**Run 1: cell density map**

The die is cut into 10 by 10 equal tiles; white is low, dark blue is high, 0 to 100% covered.
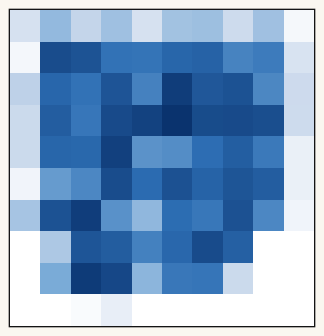
**Run 1: placement by cell class**

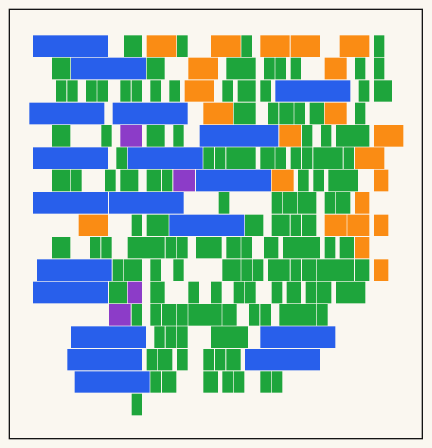
**Run 1: placement view**

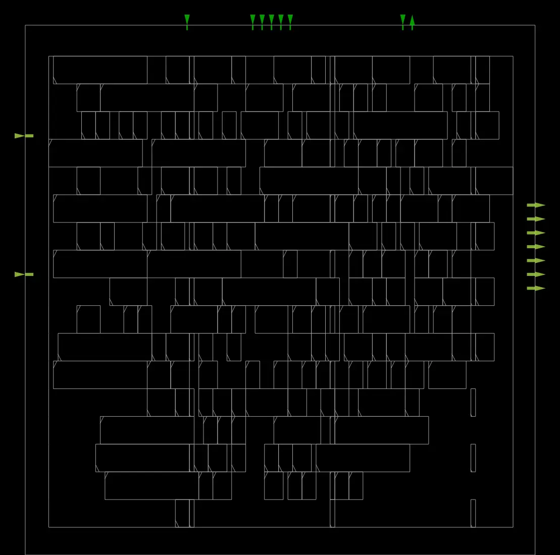
**Run 1: signal wires on met3**

Scale bar: 20 um.
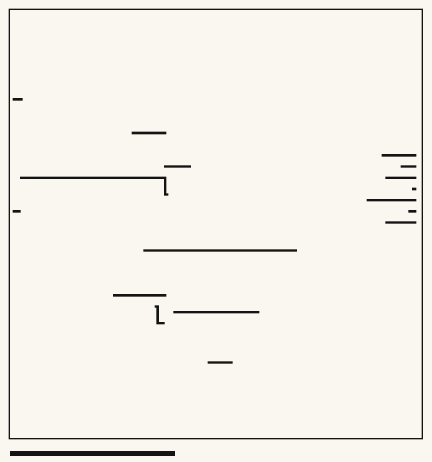
--- src/rtl/wash_cycle_timer_if.sv ---
// Controller <-> phase timer bundle: actuator levels in, timer-done levels out.
// master = washer controller side, slave = timer side.
interface wash_cycle_timer_if;
    logic       timer_clear;
    logic       water_fill;
    logic       agitator;
    logic       motor;
    logic       pump;
    logic       speed;
    logic       door;
    logic       td;
    logic       tf;
    logic       tr;
    logic       ts;
    logic       tw;
    logic [2:0] phase;

    modport master (
        output timer_clear, water_fill, agitator,
        output motor, pump, speed, door,
        input  td, tf, tr, ts, tw, phase
    );

    modport slave (
        input  timer_clear, water_fill, agitator,
        input  motor, pump, speed, door,
        output td, tf, tr, ts, tw, phase
    );
endinterface

--- src/rtl/wash_cycle_timer.sv ---
// Wash-cycle phase timer: infers the phase from actuator levels and raises
// that phase's done level once it has run its programmed number of cycles.
module wash_cycle_timer #(
    parameter int FILL_CYC  = 8,
    parameter int WASH_CYC  = 16,
    parameter int RINSE_CYC = 12,
    parameter int SPIN_CYC  = 10,
    parameter int DRAIN_CYC = 6,
    parameter int CNT_W     = 16
) (
    input logic              clk,
    input logic              reset,
    wash_cycle_timer_if.slave bus
);

    typedef enum logic [2:0] {
        IDLE  = 3'd0,
        FILL  = 3'd1,
        DRAIN = 3'd2,
        SPIN  = 3'd3,
        RINSE = 3'd4,
        WASH  = 3'd5
    } phase_t;

    localparam logic [CNT_W-1:0] FILL_D  = CNT_W'(FILL_CYC);
    localparam logic [CNT_W-1:0] WASH_D  = CNT_W'(WASH_CYC);
    localparam logic [CNT_W-1:0] RINSE_D = CNT_W'(RINSE_CYC);
    localparam logic [CNT_W-1:0] SPIN_D  = CNT_W'(SPIN_CYC);
    localparam logic [CNT_W-1:0] DRAIN_D = CNT_W'(DRAIN_CYC);

    phase_t           dec;
    phase_t           phase_q;
    logic [CNT_W-1:0] cnt;
    logic [CNT_W-1:0] dur;
    logic             at_dur;

    // Overlapping actuator combinations resolve by fixed priority.
    always_comb begin
        dec = IDLE;
        if (bus.water_fill)
            dec = FILL;
        else if (bus.pump && !bus.motor)
            dec = DRAIN;
        else if (bus.motor && bus.speed && !bus.agitator)
            dec = SPIN;
        else if (bus.agitator && bus.speed)
            dec = RINSE;
        else if (bus.agitator && !bus.speed)
            dec = WASH;
    end

    always_comb begin
        dur = '0;
        unique case (phase_q)
            FILL:    dur = FILL_D;
            DRAIN:   dur = DRAIN_D;
            SPIN:    dur = SPIN_D;
            RINSE:   dur = RINSE_D;
            WASH:    dur = WASH_D;
            default: dur = '0;
        endcase
    end

    always_ff @(posedge clk or posedge reset) begin
        if (reset) begin
            phase_q <= IDLE;
            cnt     <= '0;
        end else if (bus.timer_clear || dec != phase_q) begin
            phase_q <= dec;
            cnt     <= '0;
        end else if (phase_q != IDLE && !bus.door && cnt < dur) begin
            cnt <= cnt + 1'b1;
        end
    end

    // Dones decode straight from state so reset clears them immediately.
    assign at_dur    = (phase_q != IDLE) && (cnt == dur);
    assign bus.tf    = at_dur && (phase_q == FILL);
    assign bus.td    = at_dur && (phase_q == DRAIN);
    assign bus.ts    = at_dur && (phase_q == SPIN);
    assign bus.tr    = at_dur && (phase_q == RINSE);
    assign bus.tw    = at_dur && (phase_q == WASH);
    assign bus.phase = phase_q;

endmodule

--- src/flat_wrapper.sv ---
// flat-port wrapper written by rule: the top's interface ports become plain ports
module wash_cycle_timer_flat 
#(
    parameter int FILL_CYC  = 8,
    parameter int WASH_CYC  = 16,
    parameter int RINSE_CYC = 12,
    parameter int SPIN_CYC  = 10,
    parameter int DRAIN_CYC = 6,
    parameter int CNT_W     = 16
)
  (clk, reset, bus_timer_clear, bus_water_fill, bus_agitator, bus_motor, bus_pump, bus_speed, bus_door, bus_td, bus_tf, bus_tr, bus_ts, bus_tw, bus_phase);
  wash_cycle_timer_if bus_i ();
  input logic clk;
  input logic reset;
  input wire logic [$bits(bus_i.timer_clear)-1:0] bus_timer_clear;
  input wire logic [$bits(bus_i.water_fill)-1:0] bus_water_fill;
  input wire logic [$bits(bus_i.agitator)-1:0] bus_agitator;
  input wire logic [$bits(bus_i.motor)-1:0] bus_motor;
  input wire logic [$bits(bus_i.pump)-1:0] bus_pump;
  input wire logic [$bits(bus_i.speed)-1:0] bus_speed;
  input wire logic [$bits(bus_i.door)-1:0] bus_door;
  output wire logic [$bits(bus_i.td)-1:0] bus_td;
  output wire logic [$bits(bus_i.tf)-1:0] bus_tf;
  output wire logic [$bits(bus_i.tr)-1:0] bus_tr;
  output wire logic [$bits(bus_i.ts)-1:0] bus_ts;
  output wire logic [$bits(bus_i.tw)-1:0] bus_tw;
  output wire logic [$bits(bus_i.phase)-1:0] bus_phase;
  assign bus_i.timer_clear = bus_timer_clear;
  assign bus_i.water_fill = bus_water_fill;
  assign bus_i.agitator = bus_agitator;
  assign bus_i.motor = bus_motor;
  assign bus_i.pump = bus_pump;
  assign bus_i.speed = bus_speed;
  assign bus_i.door = bus_door;
  assign bus_td = bus_i.td;
  assign bus_tf = bus_i.tf;
  assign bus_tr = bus_i.tr;
  assign bus_ts = bus_i.ts;
  assign bus_tw = bus_i.tw;
  assign bus_phase = bus_i.phase;
  wash_cycle_timer #(.FILL_CYC(FILL_CYC), .WASH_CYC(WASH_CYC), .RINSE_CYC(RINSE_CYC), .SPIN_CYC(SPIN_CYC), .DRAIN_CYC(DRAIN_CYC), .CNT_W(CNT_W)) u_core (.clk(clk), .reset(reset), .bus(bus_i));
endmodule
--- config.mk ---
export PLATFORM = sky130hd
export DESIGN_NAME = wash_cycle_timer_flat
export DESIGN_NICKNAME = d
export VERILOG_FILES = /design/src/rtl/wash_cycle_timer_if.sv /design/src/rtl/wash_cycle_timer.sv /design/src/flat_wrapper.sv
export SDC_FILE = /design/constraint.sdc
export NUM_CORES = 1
export LEC_CHECK = 0
export ABC_AREA = 1
export ABC_CLOCK_PERIOD_IN_PS = 3760
export CAP_MARGIN = 20
export CORE_AREA = 2 2 48 50
export CTS_CLUSTER_DIAMETER = 40
export CTS_CLUSTER_SIZE = 40
export DETAILED_ROUTE_END_ITERATION = 12
export DIE_AREA = 0 0 50 52
export MAX_ROUTING_LAYER = met4
export PLACE_DENSITY = 0.81
export SLEW_MARGIN = 20
export SYNTH_ARGS = -nofsm -noshare
export SYNTH_HDL_FRONTEND = slang
export SYNTH_SLANG_ARGS = --single-unit
--- constraint.sdc ---
create_clock -name clk -period 3.76 [get_ports clk]
set_clock_uncertainty 0.2 [all_clocks]
set_input_delay 1.128 -clock clk [delete_from_list [all_inputs] [get_ports clk]]
set_output_delay 1.128 -clock clk [all_outputs]
set_load 0.01 [all_outputs]
==> flow_summary.ini, run 1 <==
; flow metrics
[layout]
final_util_pct = 66.1
n_antenna_cell = 0
register_area_um2 = 477
logic_area_um2 = 541
nets = 193
drive_above_1_share_pct = 21.9
stdcell_area_um2 = 1390
areaGrowthSynthToFinish_pct = 21.4

[global_route]
met3_usage_pct = 3.45
grt_use_met1_pct = 25.4
grt-ovfl-total = 0
grt_pass1_wl_mm = 3.78
grt_usage_pct = 19.7
grtUsageMet2_pct = 32.2
grt_max_degree = 20
antenna_found_initial = 0
grt-busiest-layer = met2
grt_pass1_vias = 907

[floorplan]
die-width_um = 50
fp_util_pct = 54.4
core_um2 = 2110
die_h_um = 52
io_pins = 17
chipArea_um2 = 2600

[power]
power_leakage_nw = 0.738
power.density_nw_per_um2 = 284
vdd_drop_max_uv = 263

[final_timing]
drv_slew = 0
hold_viol_final = 0
setup_viol = 0
fin_setup_tns_ns = 0
worst_pin_slew_ns = 0.720
fin_crit_ns = 3.58
maxSlewHeadroom_pct = 52.0
finalCritPeriodShare_pct = 95.2
whs_ns = 0.302
fmaxAchievable_mhz = 279

[synthesis]
fp_nets = 168
flop_cell = dfrtp_1
yosys_cells = 154
netlist_top_cells_count = inv_1, nand2_1, dfrtp_1
async_flop_share_pct = 100
area_leaders = dfrtp_1, inv_1, nand2_1, nor2_2, nor2_1
ys_warn_count = 0
ys_seq_share_pct = 41.5
top_area_cell = dfrtp_1
ys_area_um2 = 1150
synth_cell_types = 19
edf_count = 0
synthesis.instances = 154
ys_ff = 19
synth.most_common_cell = inv_1
yosys.area.top_type_share_pct = 41.5
syn_area_um2 = 1150
syn_area_per_cell_um2 = 7.44

[cts]
clock_latency_ns = 0.30
cts_tree = done
cts.sinks = 19
htree_levels = 1
cts_root_buf = clkbuf_4
numCtsBuffers = 3
clockBufferDepth = 2
cts.reportedPaths.clkPinSlew_ns = 0.11

[routing]
drcViolationCount = 0
viasPerCell = 4.78
drt_iter0_drc = 6
firstDrtPassIters = 4
routedWlPerCell_um = 10.7
wl_mm = 2.21
detail-route-antenna-nets = 0
num_vias = 985

[placement]
port_buffers = 16
dp.final_hpwl_mm = 1.59
placed_cell_area_um2 = 1330
dp.cells = 196
gp_congestion = 0.809

[worst_setup_path]
arrival_ns = 2.25
reg2reg_slack_ns = 1.59
required_ns = 2.43
path_class = reg2out
start_kind = register
cp_max_fo = 5
worstSetupEndpointType = primary output

[worst_hold_path]
hp-class = reg2reg

[flow_run]
drv_cap = 0
warnings = 26

[status]
status = finished, final reports clean
-- 'cell density map' (at the start) --
- mean over tiles: 52%
- densest ninth of the die: middle
- tiles over 75% full: 38%

-- 'placement by cell class' (at the start) --
- green: combinational and other logic (cells 133; share of their area 50%)
- purple: clock drivers and dummy loads (cells 4; share of their area 2.0%)
- blue: flops (cells 19; share of their area 35%)
- orange: other buffers and delay cells (cells 22; share of their area 13%)

-- 'placement view' (at the start) --
Fill cells: 186
Site Rows: 17
Seq area share: 34.3%
final std cells w/o fill: 206

-- 'signal wires on met3' (at the start) --
- wire length on this layer: 87.8 um
- main direction: horizontal

==> run 1: where the power goes <==
group	switching (mW)	internal, mW	leakage (nW)	total (mW)
registers	0.00407	0.207	0.260	0.211
logic	0.0454	0.0343	0.461	0.0796
clock network	0.0650	0.0397	0.0177	0.105
==> run 1: cells in the final DEF, fill, tap and decap left out, types with 2 or more instances in the layout <==
cell type	count
nor3_2	3
inv_1	33
inv_2	2
ha_1	5
clkbuf_4	3
clkdlybuf4s50_1	11
nand3_2	2
buf_4	6
nand4_1	2
dfrtp_1	18
clkbuf_2	5
nand3b_1	2
nor3_1	4
nor2_2	13
nand2_1	28
nor2_1	17
nand3_1	13
a21oi_1	4
nor2_4	2
==> run 1: flip-flops by register name, indices dropped and copies added (netlist names) <==
signal / count
u_core.cnt: 16
u_core.bus.phase: 3
==> run 1: path summary, 6_finish.rpt <==
| check | startpoint | to | cells after the start |
|---|---|---|---|
| min reg2reg | u_core.cnt[14] | u_core.cnt[14] | 2 |
| max reg2reg | u_core.bus.phase[0] | u_core.cnt[4] | 13 |
| min | u_core.cnt[14] | u_core.cnt[14] | 2 |
| max | u_core.bus.phase[0] | bus_tf | 11 |
| min in group asynchronous | reset | u_core.cnt[12] | 2 |
| max in group asynchronous | reset | u_core.bus.phase[0] | 2 |
==> run 1: logic make-up after synthesis <==
kind of cell             after synthesis  share of synthesized area (%)
AND/OR/NAND/NOR                       88                           37.7
buffers and inverters                 37                           12.9
flip-flops                            19                           41.5
adder cells (fa/ha/maj)                5                           5.46
AND-OR/OR-AND                          4                           1.75
XOR/XNOR                               1                          0.764
==> run 1: per-layer routing <==
layer  wire [um]  vias to the layer above
met3          87                        5
met2        1090                       20
li1            -                      518
met4          29                        0
met1         996                      442
met5           0                        -
==> run 1: area by class of cell <==
class | count | share of cell area (%)
Multi-Input combinational cell | 98 | 38.8
Timing Repair Buffer | 22 | 12.9
Clock inverter | 1 | 0.360
Tap cell | 28 | 2.52
Sequential cell | 19 | 34.3
Clock buffer | 3 | 1.62
Inverter | 35 | 9.44
==> run 1: stage by stage <==
stage | worst slack, ns | power, mW
floorplan | 0.626 | 0.263
global placement | 0.236 | 0.284
detailed placement | 0.101 | 0.286
CTS | 0.0532 | 0.391
global route | -0.00563 | 0.419
finish | 0.181 | 0.395
==> run 1: worst max-delay path, stage by stage (launching register included) <==
cell      delay, ns
dfrtp_2        0.46
nor2_2         0.13
nand2_1        0.09
inv_1          0.09
a21oi_1        0.05
ha_1           0.31
nand2_1        0.06
nor3b_1        0.17
nand3_1        0.12
buf_4          0.16
nor3_1         0.15
clkbuf_2       0.16
==> run 1: timing repair <==
action,CTS,global route
resized,6,15
buffers inserted,3,3
setup endpoints to repair,5,4
hold buffers,0,0
pin swaps,0,1
==> run 2, diff against run 1 <==
--- a/config.mk
+++ b/config.mk
@@ -8,13 +8,13 @@
 export ABC_AREA = 1
 export ABC_CLOCK_PERIOD_IN_PS = 3760
 export CAP_MARGIN = 20
-export CORE_AREA = 2 2 48 50
-export CTS_CLUSTER_DIAMETER = 40
+export CORE_AREA = 2 2 49 51
+export CTS_CLUSTER_DIAMETER = 80
 export CTS_CLUSTER_SIZE = 40
 export DETAILED_ROUTE_END_ITERATION = 12
-export DIE_AREA = 0 0 50 52
+export DIE_AREA = 0 0 51 53
 export MAX_ROUTING_LAYER = met4
-export PLACE_DENSITY = 0.81
+export PLACE_DENSITY = 0.78
 export SLEW_MARGIN = 20
 export SYNTH_ARGS = -nofsm -noshare
 export SYNTH_HDL_FRONTEND = slang
**Run 2: placement by cell class**

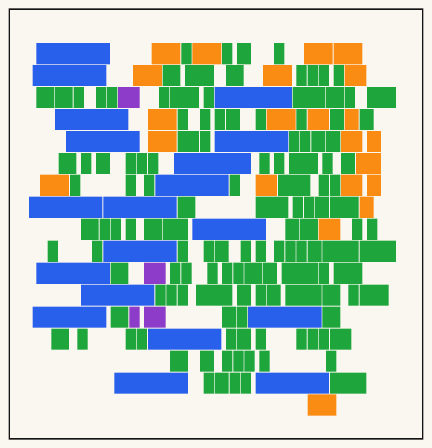
- green: combinational and other logic (cells 133; share of their area 50%)
- blue: flops (cells 19; share of their area 35%)
- purple: clock drivers and dummy loads (cells 4; share of their area 1.9%)
- orange: other buffers and delay cells (cells 22; share of their area 13%)

==> flow_summary.ini, run 2 <==
; flow metrics
[final_timing]
finalCritPeriodShare_pct = 97.3
worst_pin_slew_ns = 0.684
maxSlewHeadroom_pct = 54.3
fin_crit_ns = 3.66
fmaxAchievable_mhz = 273
hold_viol_final = 0
fin_setup_tns_ns = 0
setup_viol = 0
drv_slew = 0

[layout]
mostFrequentLayoutCells = inv_1, nand2_1, dfrtp_1
mostFrequentLayoutCell = inv_1
top_register = u_core.cnt
nets = 193
drive_above_1_share_pct = 24.7
final_util_pct = 66.1
areaGrowthSynthToFinish_pct = 23.9
largest_reg_flops = 16
n_antenna_cell = 0
stdcell_area_um2 = 1420

[power]
power.density_nw_per_um2 = 282
vdd_drop_max_uv = 246
power_leakage_nw = 0.745

[synthesis]
ys_warn_count = 0
synth_cell_types = 19
ys_ff = 19
top_area_cell = dfrtp_1
yosys.area.top_type_share_pct = 41.5
netlist_top_cells_count = inv_1, nand2_1, dfrtp_1
edf_count = 0
yosys_cells = 154
fp_nets = 168
syn_area_per_cell_um2 = 7.44
flop_cell = dfrtp_1
synthesis.instances = 154
ys_seq_share_pct = 41.5
synth.most_common_cell = inv_1
ys_area_um2 = 1150
syn_area_um2 = 1150
area_leaders = dfrtp_1, inv_1, nand2_1, nor2_2, nor2_1
async_flop_share_pct = 100

[placement]
port_buffers = 16
placed_cell_area_um2 = 1330
dp.final_hpwl_mm = 1.73

[global_route]
grt-ovfl-total = 0
grt_usage_pct = 21.1
grt_max_degree = 20
grt_pass1_wl_mm = 4.10
grt_pass1_vias = 928

[routing]
drt_iter0_drc = 20
firstDrtPassIters = 4
detail-route-antenna-nets = 0
routedWlPerCell_um = 11.5
wl_mm = 2.37
viasPerCell = 5.00
num_vias = 1030

[floorplan]
die_h_um = 53
std_cell_rows = 17
io_pins = 17
die-width_um = 51
chipArea_um2 = 2700
core_um2 = 2150
fp_util_pct = 53.3

[worst_setup_path]
path_class = reg2out
required_ns = 2.43
arrival_ns = 2.33
start_kind = register
cp_max_fo = 6
worstSetupEndpointType = primary output

[cts]
cts_root_buf = clkbuf_4
clock_latency_ns = 0.29
numCtsBuffers = 3
cts_tree = done
htree_levels = 1
cts.sinks = 19
cts.reportedPaths.clkPinSlew_ns = 0.11
clockBufferDepth = 2

[flow_run]
drv_cap = 0
warnings = 26

[status]
status = finished, final reports clean

[worst_hold_path]
hp-class = reg2reg
-- run 2: cell count changes in the layout (fill, tap and decap cells not counted), sizes merged --
cell         before  now
clkinv            1    0
buf               6    9
dlygate4sd2       0    1
clkbuf            8    5
-- run 2: final timing paths --
kind | startpoint | endpoint | slack [ns] | cells after the start
worst min register to register | u_core.cnt[14] | u_core.cnt[14] | 0.30 | 2
min in group asynchronous | reset | u_core.cnt[2] | 1.02 | 2
worst max-delay path | u_core.bus.phase[0] | bus_ts | 0.10 | 12
max in group asynchronous | reset | u_core.bus.phase[0] | 1.86 | 2
worst min-delay path | u_core.cnt[14] | u_core.cnt[14] | 0.30 | 2
worst max register to register | u_core.bus.phase[0] | u_core.cnt[4] | 1.59 | 13
-- run 2: cells by family (layout without fill, tap and decap cells) --
logic type      count (synthesis)  in the layout  synth area share [%]
fa+ha+maj                       5              5                  5.46
buf+inv                        37             61                  12.9
compound gates                  4              4                  1.75
simple gates                   88             88                  37.7
xor+xnor                        1              1                 0.764
flops                          19             19                  41.5
-- run 2: metal layers --
metal	up-vias	GRT usage, %	wire, um
li1	516	-	-
met1	489	25.4	1080
met2	21	36.1	1210
met3	4	1.98	47
met4	0	9.91	36
met5	-	-	0
-- run 2: layout make-up --
type                       instances  area [um2]
clock buffer                       4        26.3
timing repair buffer              22         184
multi-input combinational         98         566
fill                             181         728
sequential                        19         478
inverter                          35         131
tap                               28        35.0
-- run 2: through the flow --
step | cells | setup WS (ns) | total power [mW] | hold WS (ns)
final | 206 | 0.102 | 0.400 | 0.302
after global routing | 206 | -0.0133 | 0.421 | 0.334
after CTS | 203 | 0.0333 | 0.393 | 0.306
after detailed placement | 196 | 0.0830 | 0.287 | 0.290
after global placement | 196 | 0.241 | 0.284 | 0.279
after floorplan | 154 | 0.626 | 0.263 | 0.266
-- run 2: repair_timing --
action	in CTS	in global routing
hold buffers	0	0
resized	17	12
gates cloned	0	0
pin swaps	1	4
buffers inserted	3	3
setup endpoints to repair	5	5
-- run 2: critical path, cell delays in order, from the launching register on --
cell	delay (ns)
dfrtp_2	0.47
nor2_4	0.11
nand2_2	0.08
inv_2	0.07
a21oi_1	0.05
ha_1	0.32
nand2_1	0.07
nor3b_2	0.20
nand3_2	0.12
buf_4	0.16
buf_4	0.13
nor3_2	0.11
buf_2	0.15
-- run 2: report_power, final --
| part | internal (mW) | switching (mW) | total, mW |
|---|---|---|---|
| registers | 0.207 | 0.00494 | 0.212 |
| clock network | 0.0413 | 0.0617 | 0.103 |
| logic | 0.0373 | 0.0479 | 0.0852 |
| total | 0.286 | 0.115 | 0.400 |
==> run 3, diff against run 2 <==
--- a/config.mk
+++ b/config.mk
@@ -15,7 +15,6 @@
 export DIE_AREA = 0 0 51 53
 export MAX_ROUTING_LAYER = met4
 export PLACE_DENSITY = 0.78
-export SLEW_MARGIN = 20
 export SYNTH_ARGS = -nofsm -noshare
 export SYNTH_HDL_FRONTEND = slang
 export SYNTH_SLANG_ARGS = --single-unit
**Run 3: signal wires on met3**

Scale bar: 20 um.
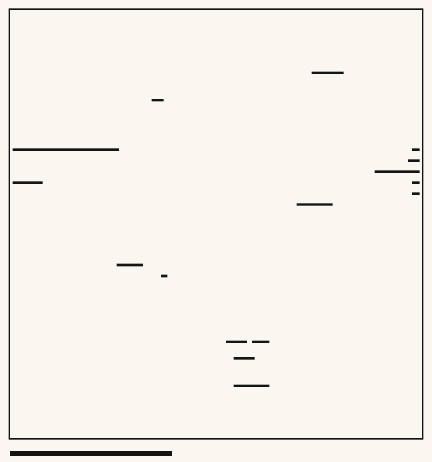
- wire length on this layer: 47.6 um
- nets with wire on the layer: 14
- main direction: horizontal
- longest straight run: 12.9 um

==> flow_summary.ini, run 3 <==
; flow metrics
[status]
status = finished, final reports clean

[synthesis]
netlist_top_cells_count = inv_1, nand2_1, dfrtp_1
async_flop_share_pct = 100
flop_cell = dfrtp_1
ys_ff = 19
synthesis.instances = 154
syn_area_per_cell_um2 = 7.44
ys_area_um2 = 1150
top_area_cell = dfrtp_1
synth_cell_types = 19
yosys_cells = 154
fp_nets = 168
syn_area_um2 = 1150
synth.most_common_cell = inv_1

[worst_setup_path]
r2r_end = u_core.cnt[4]
startpoint = u_core.bus.phase[0]
path_class = reg2out
reg2reg_slack_ns = 1.59
regToRegStartpoint = u_core.bus.phase[0]
cp_max_fo = 6
worstSetupEndpointType = primary output
arrival_ns = 2.33

[power]
total_power_mw = 0.400
power.density_nw_per_um2 = 282
vdd_drop_max_uv = 246

[cts]
cts.reportedPaths.clkPinSlew_ns = 0.11
postCtsHoldBufs = 0
clockBufferDepth = 2
numCtsBuffers = 3
cts.sinks = 19
cts_tree = done
htree_levels = 1

[layout]
final_util_pct = 66.1
mostFrequentLayoutCell = inv_1
top_register = u_core.cnt
nets = 193
stdcell_count = 206

[routing]
viasPerCell = 5.00
detail-route-antenna-nets = 0
routedWlPerCell_um = 11.5
wl_mm = 2.37
drt_iter0_drc = 20

[final_timing]
maxSlewHeadroom_pct = 54.3
setup_viol = 0
finalCritPeriodShare_pct = 97.3
fin_crit_ns = 3.66
drv_slew = 0
worst_pin_slew_ns = 0.684

[global_route]
grt_pass1_vias = 928
grt-ovfl-total = 0
grt_usage_pct = 21.1

[placement]
port_buffers = 16
dp.final_hpwl_mm = 1.73

[floorplan]
std_cell_rows = 17
io_pins = 17
die-width_um = 51
core_um2 = 2150

[worst_hold_path]
hp-start = u_core.cnt[14]
hp-class = reg2reg
min_to = u_core.cnt[14]
## run 3: cell counts in the layout (fill, tap and decap cells not counted)
Identical to the previous run, type by type.
## run 3: area by class of cell
type	count	area, um2
flip-flops and latches	19	478
fillers	181	728
inverters	35	131
multi-input cells	98	566
well taps	28	35.0
clock buffers	4	26.3
repair buffers	22	184
## run 3: where the power goes
| part | internal, mW | leakage (nW) | switching, mW |
|---|---|---|---|
| clock | 0.0413 | 0.0150 | 0.0617 |
| sequential | 0.207 | 0.259 | 0.00494 |
| combinational | 0.0373 | 0.471 | 0.0479 |
## run 3: how the worst max path moves through the flow
stage                        end  cells after the start
after CTS                 bus_ts                     12
after floorplan           bus_td                     10
final                     bus_ts                     12
after global placement    bus_tr                     10
after global routing      bus_tf                     12
after detailed placement  bus_tr                     10
## run 3: routing by layer
layer,vias to the layer above,share of wire [%],track usage [%],wire length (um)
met1,489,45,25.4,1080
met4,0,1.5,9.91,36
met5,-,0,-,0
met2,21,51,36.1,1210
li1,516,-,-,-
met3,4,2.0,1.98,47
## run 3: critical path: stages, from the launching register on
cell and delay [ns]:
dfrtp_2 0.47, nor2_4 0.11, nand2_2 0.08, inv_2 0.07, a21oi_1 0.05, ha_1 0.32, nand2_1 0.07, nor3b_2 0.20
nand3_2 0.12, buf_4 0.16, buf_4 0.13, nor3_2 0.11, buf_2 0.15
## run 3: stage by stage
stage                     hold slack (ns)  cell area, um2  worst slack, ns  setup TNS (ns)
after floorplan                     0.266            1150            0.626               0
after global placement              0.279            1330            0.241               0
after detailed placement            0.290            1330           0.0830               0
after CTS                           0.306            1370           0.0333               0
after global routing                0.334            1420          -0.0133         -0.0158
final                               0.302            1420            0.102               0
## run 3: cell families after synthesis
family	share of synthesized area, %
AOI/OAI and AO/OA	1.75
and+or+nand+nor	37.7
xor gates and xnor gates	0.764
DFF	41.5
adders and majority gates	5.46
buffers and inverters	12.9
## run 3: timing repair
action,4_1_cts,5_1_grt
pin swaps,1,4
setup buffers,3,3
setup endpoints to repair,5,5
resized,17,12
No activity file was given, so power comes from the tool's default toggle rates.
